**src/rtl/sevenseg_pkg.sv**
```systemverilog
// Shared constants and types for the two-digit
// multiplexed seven-segment transmit path.
package sevenseg_pkg;

  localparam logic [6:0] SEG_0     = 7'h40;
  localparam logic [6:0] SEG_1     = 7'h79;
  localparam logic [6:0] SEG_2     = 7'h24;
  localparam logic [6:0] SEG_3     = 7'h30;
  localparam logic [6:0] SEG_4     = 7'h19;
  localparam logic [6:0] SEG_5     = 7'h12;
  localparam logic [6:0] SEG_6     = 7'h02;
  localparam logic [6:0] SEG_7     = 7'h78;
  localparam logic [6:0] SEG_8     = 7'h00;
  localparam logic [6:0] SEG_9     = 7'h10;
  localparam logic [6:0] SEG_A     = 7'h08;
  localparam logic [6:0] SEG_B     = 7'h03;
  localparam logic [6:0] SEG_C     = 7'h46;
  localparam logic [6:0] SEG_D     = 7'h21;
  localparam logic [6:0] SEG_E     = 7'h06;
  localparam logic [6:0] SEG_F     = 7'h0E;
  localparam logic [6:0] SEG_BLANK = 7'h7F;

  typedef enum logic {
    HI = 1'b0,
    LO = 1'b1
  } dig_t;

endpackage

```
**src/rtl/hex_to_seg.sv**
```systemverilog
// Nibble to active-low seven-segment code,
// bit order g..a.
module hex_to_seg
  import sevenseg_pkg::*;
(
  input  logic [3:0] nib,
  output logic [6:0] seg
);

  // Full 16-entry lookup; blank only as default.
  always_comb begin
    seg = SEG_BLANK;
    unique case (nib)
      4'h0: seg = SEG_0;
      4'h1: seg = SEG_1;
      4'h2: seg = SEG_2;
      4'h3: seg = SEG_3;
      4'h4: seg = SEG_4;
      4'h5: seg = SEG_5;
      4'h6: seg = SEG_6;
      4'h7: seg = SEG_7;
      4'h8: seg = SEG_8;
      4'h9: seg = SEG_9;
      4'hA: seg = SEG_A;
      4'hB: seg = SEG_B;
      4'hC: seg = SEG_C;
      4'hD: seg = SEG_D;
      4'hE: seg = SEG_E;
      4'hF: seg = SEG_F;
    endcase
  end

endmodule

```
**src/rtl/sevenseg_mux_driver.sv**
```systemverilog
// Two-digit multiplexed seven-segment driver;
// new values commit only at frame boundaries.
module sevenseg_mux_driver
  import sevenseg_pkg::*;
#(
  parameter int REFRESH_DIV = 12000,
  parameter int CNT_W       = 16
) (
  input  logic       clk,
  input  logic       resetn,
  input  logic [7:0] value,
  input  logic       load,
  input  logic       enable,
  output logic [6:0] segval,
  output logic       segsel,
  output logic       pending,
  output logic       frame_tick
);

  localparam logic [CNT_W-1:0] LAST =
    CNT_W'(REFRESH_DIV - 1);

  dig_t             state;
  dig_t             state_nx;
  logic [CNT_W-1:0] cnt;
  logic [CNT_W-1:0] cnt_nx;
  logic [7:0]       shown;
  logic [7:0]       shown_nx;
  logic [7:0]       pend_val;
  logic             live;
  logic             wrap;
  logic             bound;
  logic [3:0]       nib;
  logic [6:0]       code;

  // Next state, boundary detect and nibble for
  // the state being entered (bypasses pend_val).
  always_comb begin
    state_nx = state;
    cnt_nx   = cnt + CNT_W'(1);
    shown_nx = shown;
    bound    = 1'b0;
    wrap     = (cnt == LAST);
    if (!enable) begin
      state_nx = HI;
      cnt_nx   = '0;
    end else if (!live ||
                 (wrap && state == LO)) begin
      bound    = 1'b1;
      state_nx = HI;
      cnt_nx   = '0;
      if (pending) shown_nx = pend_val;
    end else if (wrap) begin
      state_nx = LO;
      cnt_nx   = '0;
    end
    nib = (state_nx == HI) ? shown_nx[7:4]
                           : shown_nx[3:0];
  end

  hex_to_seg u_enc (
    .nib (nib),
    .seg (code)
  );

  // Sequencer state, counter, enable history.
  always_ff @(posedge clk) begin
    if (!resetn) begin
      state <= HI;
      cnt   <= '0;
      live  <= 1'b0;
    end else begin
      state <= state_nx;
      cnt   <= cnt_nx;
      live  <= enable;
    end
  end

  // Value capture and registered outputs.
  always_ff @(posedge clk) begin
    if (!resetn) begin
      shown      <= 8'h00;
      pend_val   <= 8'h00;
      pending    <= 1'b0;
      segval     <= SEG_BLANK;
      segsel     <= 1'b1;
      frame_tick <= 1'b0;
    end else begin
      shown <= shown_nx;
      if (load) begin
        pend_val <= value;
        pending  <= 1'b1;
      end else if (bound) begin
        pending  <= 1'b0;
      end
      segval     <= enable ? code : SEG_BLANK;
      segsel     <= (state_nx == HI);
      frame_tick <= bound;
    end
  end

endmodule

```
**config.mk**
```make
export PLATFORM = sky130hd
export DESIGN_NAME = sevenseg_mux_driver
export DESIGN_NICKNAME = d
export VERILOG_FILES = /design/src/rtl/sevenseg_pkg.sv /design/src/rtl/hex_to_seg.sv /design/src/rtl/sevenseg_mux_driver.sv
export SDC_FILE = /design/constraint.sdc
export NUM_CORES = 1
export LEC_CHECK = 0
export ABC_AREA = 1
export CAP_MARGIN = 5
export CORE_MARGIN = 2
export CORE_UTILIZATION = 50
export DETAILED_ROUTE_END_ITERATION = 10
export PLACE_DENSITY_LB_ADDON = 0.12
export SYNTH_ARGS = -nofsm -noshare
export SYNTH_HDL_FRONTEND = slang
export SYNTH_SLANG_ARGS = --single-unit
```
**constraint.sdc**
```tcl
create_clock -name clk -period 2.11 [get_ports clk]
set_input_delay 0.422 -clock clk [delete_from_list [all_inputs] [get_ports clk]]
set_output_delay 0.422 -clock clk [all_outputs]
set_load 0.02 [all_outputs]
```
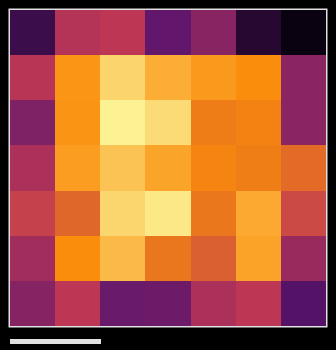
**Above:** run 1 (local utilization).
The bar under the picture is 20 µm long. 7 x 7 tiles, from black (low) to pale yellow (high), 0 to 100% covered.
- mean over tiles: 59%
- fullest tile: 97%
- tiles over 75% full: 35%
- densest ninth of the die: center
- emptiest ninth of the die: upper right

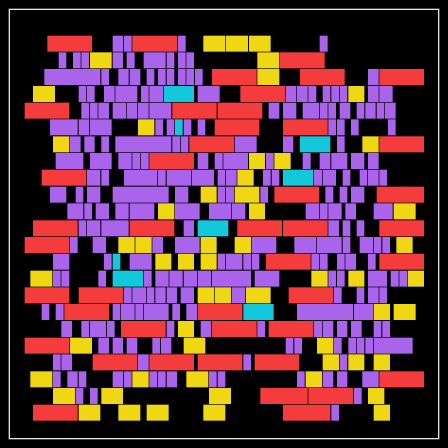
**Above:** run 1 (cell classes on the final placement).
- clock drivers and dummy loads: cyan (cells 8)
- combinational and other logic: purple (cells 244)
- flops: red (cells 44)
- other buffers and delay cells: yellow (cells 56)

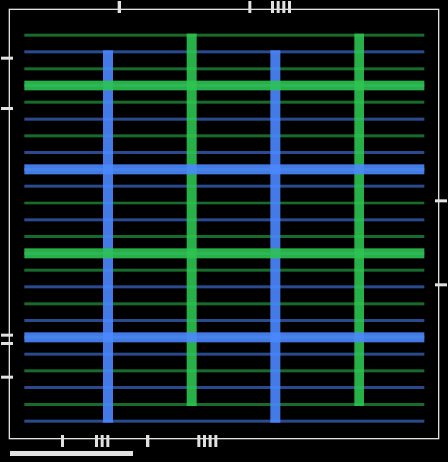
**Above:** run 1 (supply network).
The bar under the picture is 20 µm long. Pins as bars on the die edge.
- VSS: blue
- VDD: green
- met4 straps: 4
- met1 rails: 24
- signal pins: 22

==> flow_summary_export.csv, run 1 <==
group,metric,value,unit
synth,synth-main-ff-cell,"sky130_fd_sc_hd__dfxtp_1",
final_timing,fin_setup_tns,0,ps
route,firstDrtPassIters,5,
run,total_tool_warning_count,33,
synth,synth-seq-cells,44,
critical_path,critPathBufInv,1,
grt,grtUsageMet1,0.246,
final_timing,final_hold_viol_count,0,
worst_hold_path,hold_path.class,"reg2reg",
clocking,cts_max_path_buffers,2,
clocking,clock_insertion_delay_worst_skew,300,ps
final_timing,worstMarginPinSlew,346,ps
final_timing,finalWorstSetupSlack,73.6,ps
critical_path,worst-path-max-fanout,6,
synth,syn_std_cell_area,2140,µm²
critical_path,path_delay_family,"simple AND/OR/NAND/NOR gates",
floorplan,die_width,69.4,µm
critical_path,endpoint_arrival_time_on_the_critical_path,2230,ps
final_timing,slew_headroom,0.769,
synth,synth.largest_area_cell,"sky130_fd_sc_hd__dfxtp_1",
critical_path,worst_setup_path_endpoint,"segval[5]",
synth,post-synth-top-count-cell,"sky130_fd_sc_hd__nand2_1",
place,place.detailed.hpwl,3510,µm
cells_and_area,layout.area.top_class,"logic gates",
critical_path,worst-path-stages,14,
worst_hold_path,whs_endpoint,"pend_val[7]",
final_timing,report.final.setup_viol,0,
grt,gr-max-usage-layer,"met2",
synth,main_area_contributors_after_synthesis,"sky130_fd_sc_hd__dfxtp_1 (41%), sky130_fd_sc_hd__nand2_1 (8.8%), sky130_fd_sc_hd__nor2_1 (8.3%), sky130_fd_sc_hd__nand3_1 (6.6%), sky130_fd_sc_hd__inv_1 (6.0%)",
outcome,outcome,"finished clean",
critical_path,start_kind,"register",
clocking,clk_transition_reported_paths,80,ps
cells_and_area,final-nonclk-buf-share,0.166,
cells_and_area,layout_cell_share_with_drive_strength_beyond_1,0.253,
cells_and_area,nonClockBufferCount,56,
route,detail_route.drc_violations,0,
final_timing,fin_skew,3.76,ps
place,gp_routability_congestion,0.884,
cells_and_area,reg_top3,"cnt: 16 flops, pend_val: 8 flops, shown: 8 flops",
synth,netlist-cell-type-count,27,
critical_path,crit_path_top_delay_cell,"sky130_fd_sc_hd__dfxtp_2",
cells_and_area,n_antenna_cell,0,
critical_path,critPathRequiredTime,2300,ps
synth,post_synth_most_frequent_cells,"sky130_fd_sc_hd__nand2_1 (50), sky130_fd_sc_hd__nor2_1 (47), sky130_fd_sc_hd__dfxtp_1 (44)",
grt,global_route.overflow_total,0,
power,power.density_cell_area,573,nW/µm²
power,vdd_drop_max,355,µV
power,cellLeakagePower,1.26,nW
grt,grt_usage,0.209,
grt,antenna_found_initial,0,
cells_and_area,finalInstanceArea,2900,µm²
final_timing,finalClockPeriodUsage,0.965,
grt,gr-usage-met2,0.372,
cells_and_area,num-fill-cells,304,
place,i_o_buffers,21,
clocking,cts-resized-gates,5,
cells_and_area,seq_total_area,0.306,
clocking,cts.htree.levels,2,
synth,number_of_nets_at_floorplan,314,
power,total_power,1.66,mW
synth,synth.mux.area_fraction,0,
cells_and_area,register_area,885,µm²
floorplan,floorplan.core_area,4060,µm²
route,ant_nets,0,
grt,first_pass_grt_wire_length,8170,µm
synth,topCombFamilyByArea,"simple AND/OR/NAND/NOR gates",
floorplan,vertical_die_dimension,69.4,µm
floorplan,pin_count,22,
synth,ys_sh_xor,0.0123,
grt,grt.met3_usage,0.0436,
synth,enable_flop_cells,0,
route,wl_per_cell,12.7,µm
synth,area_fraction_in_compound_gates_after_synthesis,0.0797,
critical_path,critical_path.reg2reg.startpoint,"cnt[1]",
place,area_post_placement,2590,µm²
final_timing,timing_max_transition_violations_final,0,
clocking,postCtsSetupRepairBufs,1,
critical_path,timing_worst_setup_path_type,"reg2reg",
floorplan,floorplan.initialDensity,0.526,
synth,postSynth.asyncResetShare,0,
synth,yosys_area,2140,µm²
synth,post-synth-top-area-fraction,0.412,
critical_path,regToRegSetupSlack,70,ps
worst_hold_path,hold_path.startpoint,"pend_val[7]",
cells_and_area,num-clock-buffers,8,
[run 1: power by group]
group	internal (mW)	total, mW	leakage, nW	switching [mW]
logic	0.104	0.237	0.850	0.133
clock network	0.267	0.547	0.0455	0.280
registers	0.860	0.876	0.361	0.0154
[run 1: kinds of logic (layout without fill, tap and decap cells)]
| logic type | count (synthesis) | count (layout) |
|---|---|---|
| and+or+nand+nor | 165 | 165 |
| adders and majority gates | 7 | 7 |
| AOI/OAI and AO/OA | 31 | 31 |
| xor gates and xnor gates | 3 | 3 |
| buffers and inverters | 45 | 102 |
| DFF | 44 | 44 |
[run 1: layer usage]
metal	vias to the layer above	share of wire
met5	-	0
met4	0	0.017
met3	10	0.029
met2	33	0.51
met1	934	0.44
li1	1067	-
--- run 2 (diff from run 1) ---
- GPL_ROUTABILITY_DRIVEN: default -> 0
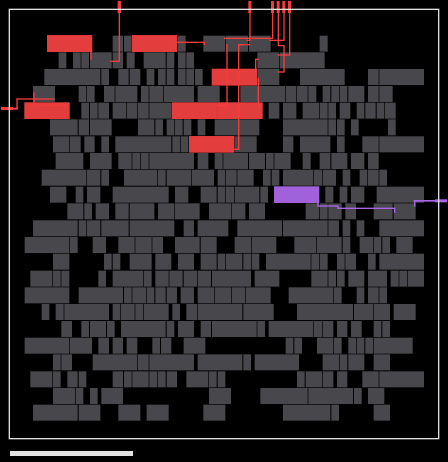
**Above:** run 2 (I/O nets highlighted).
The bar under the picture is 20 µm long.
- segval: red (bits 7; direction output; edge 6 top, 1 left; end cells 7; buffers 7; wire 115 µm)
- frame_tick: purple (bits 1; direction output; edge right; end cells 1; buffers 1; wire 18.7 µm)

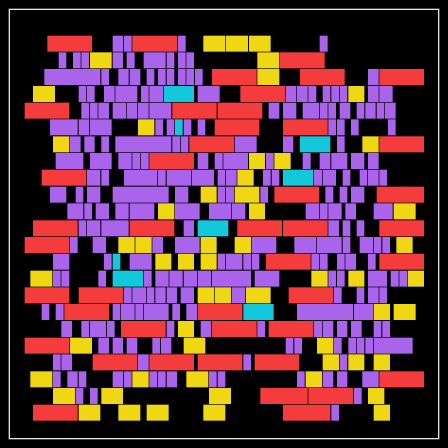
**Above:** run 2 (cell classes on the final placement).
Final Core Density: 0.714
design area: 2900 µm²
FP Rows: 23

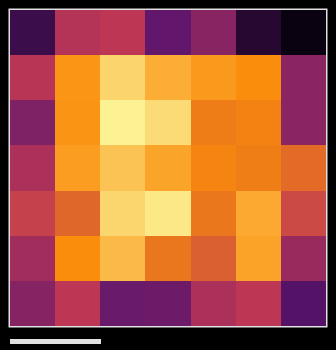
**Above:** run 2 (local utilization).
The bar under the picture is 20 µm long. 7 x 7 tiles, from black (low) to pale yellow (high), 0 to 100% covered.
- densest ninth of the die: center
- emptiest ninth of the die: upper right
- tiles over 75% full: 35%
- fullest tile: 97%

==> run 2 against run 1 <==
Effect of this change: clock skew unchanged; critical path type unchanged; clock-buffer cell count unchanged; register-to-register slack about the same; die area unchanged.
==> flow_summary_export.csv, run 2 <==
group,metric,value,unit
route,met2WireLength,2600,µm
route,topRoutingLayerUsed,"met4",
place,i_o_buffers,21,
critical_path,path_delay_family,"simple AND/OR/NAND/NOR gates",
power,seqPwrFrac,0.528,
final_timing,finalClockPeriodUsage,0.965,
cells_and_area,layout_cell_share_with_drive_strength_beyond_1,0.253,
final_timing,slew_headroom,0.769,
cells_and_area,num-fill-cells,304,
critical_path,worst-path-max-fanout,6,
floorplan,floorplan.initialDensity,0.526,
route,firstDrtPassIters,5,
synth,topCombFamilyByArea,"simple AND/OR/NAND/NOR gates",
grt,grtUsageMet1,0.246,
grt,gr-max-usage-layer,"met2",
cells_and_area,n_antenna_cell,0,
grt,first_pass_grt_wire_length,8170,µm
clocking,clk_transition_reported_paths,80,ps
critical_path,critPathBufInv,1,
power,cellLeakagePower,1.26,nW
power,vdd_drop_max,355,µV
final_timing,worstMarginPinSlew,346,ps
power,total_power,1.66,mW
synth,enable_flop_cells,0,
outcome,outcome,"finished clean",
grt,gr-usage-met2,0.372,
route,ant_nets,0,
grt,global_route.overflow_total,0,
critical_path,crit_path_top_delay_cell,"sky130_fd_sc_hd__dfxtp_2",
clocking,cts_max_path_buffers,2,
cells_and_area,register_area,885,µm²
route,detail_route.drc_violations,0,
floorplan,floorplan.core_area,4060,µm²
synth,synth-main-ff-cell,"sky130_fd_sc_hd__dfxtp_1",
route,drt-met1-wl,2270,µm
synth,postSynth.asyncResetShare,0,
worst_hold_path,hold_path.class,"reg2reg",
cells_and_area,reg_top3,"cnt: 16 flops, pend_val: 8 flops, shown: 8 flops",
synth,netlist-cell-type-count,27,
run,total_tool_warning_count,33,
power,internal-power,1.23,mW
critical_path,regToRegSetupSlack,70,ps
route,met3_layer_wire_length_in_the_routed_design,150,µm
critical_path,start_kind,"register",
critical_path,endpoint_arrival_time_on_the_critical_path,2230,ps
floorplan,die_width,69.4,µm
place,area_post_placement,2590,µm²
critical_path,worst-path-stages,14,
floorplan,vertical_die_dimension,69.4,µm
synth,synth.mux.area_fraction,0,
synth,synth-seq-cells,44,
power,switching_share,0.258,
grt,grt_usage,0.209,
[run 2: cell counts in the layout (fill, tap and decap cells not counted)]
Identical to the previous run, type by type.
[run 2: area by class of cell]
| class | count | area share |
|---|---|---|
| well taps | 50 | 0.0216 |
| multi-input cells | 206 | 0.426 |
| repair buffers | 56 | 0.166 |
| inverters | 38 | 0.0501 |
| clock buffers | 8 | 0.0311 |
| flip-flops and latches | 44 | 0.306 |
[run 2: power by group through the flow]
stage | Clock, mW | Sequential, mW | Combinational [mW]
2_1_floorplan | 0 | 0.905 | 0.113
3_5_place_dp | 0 | 0.895 | 0.211
3_3_place_gp | 0 | 0.895 | 0.208
6_report | 0.547 | 0.876 | 0.237
5_1_grt | 0.591 | 0.880 | 0.261
4_1_cts | 0.554 | 0.875 | 0.215
Power figures rest on the tool's default switching activity, not on a simulated workload.
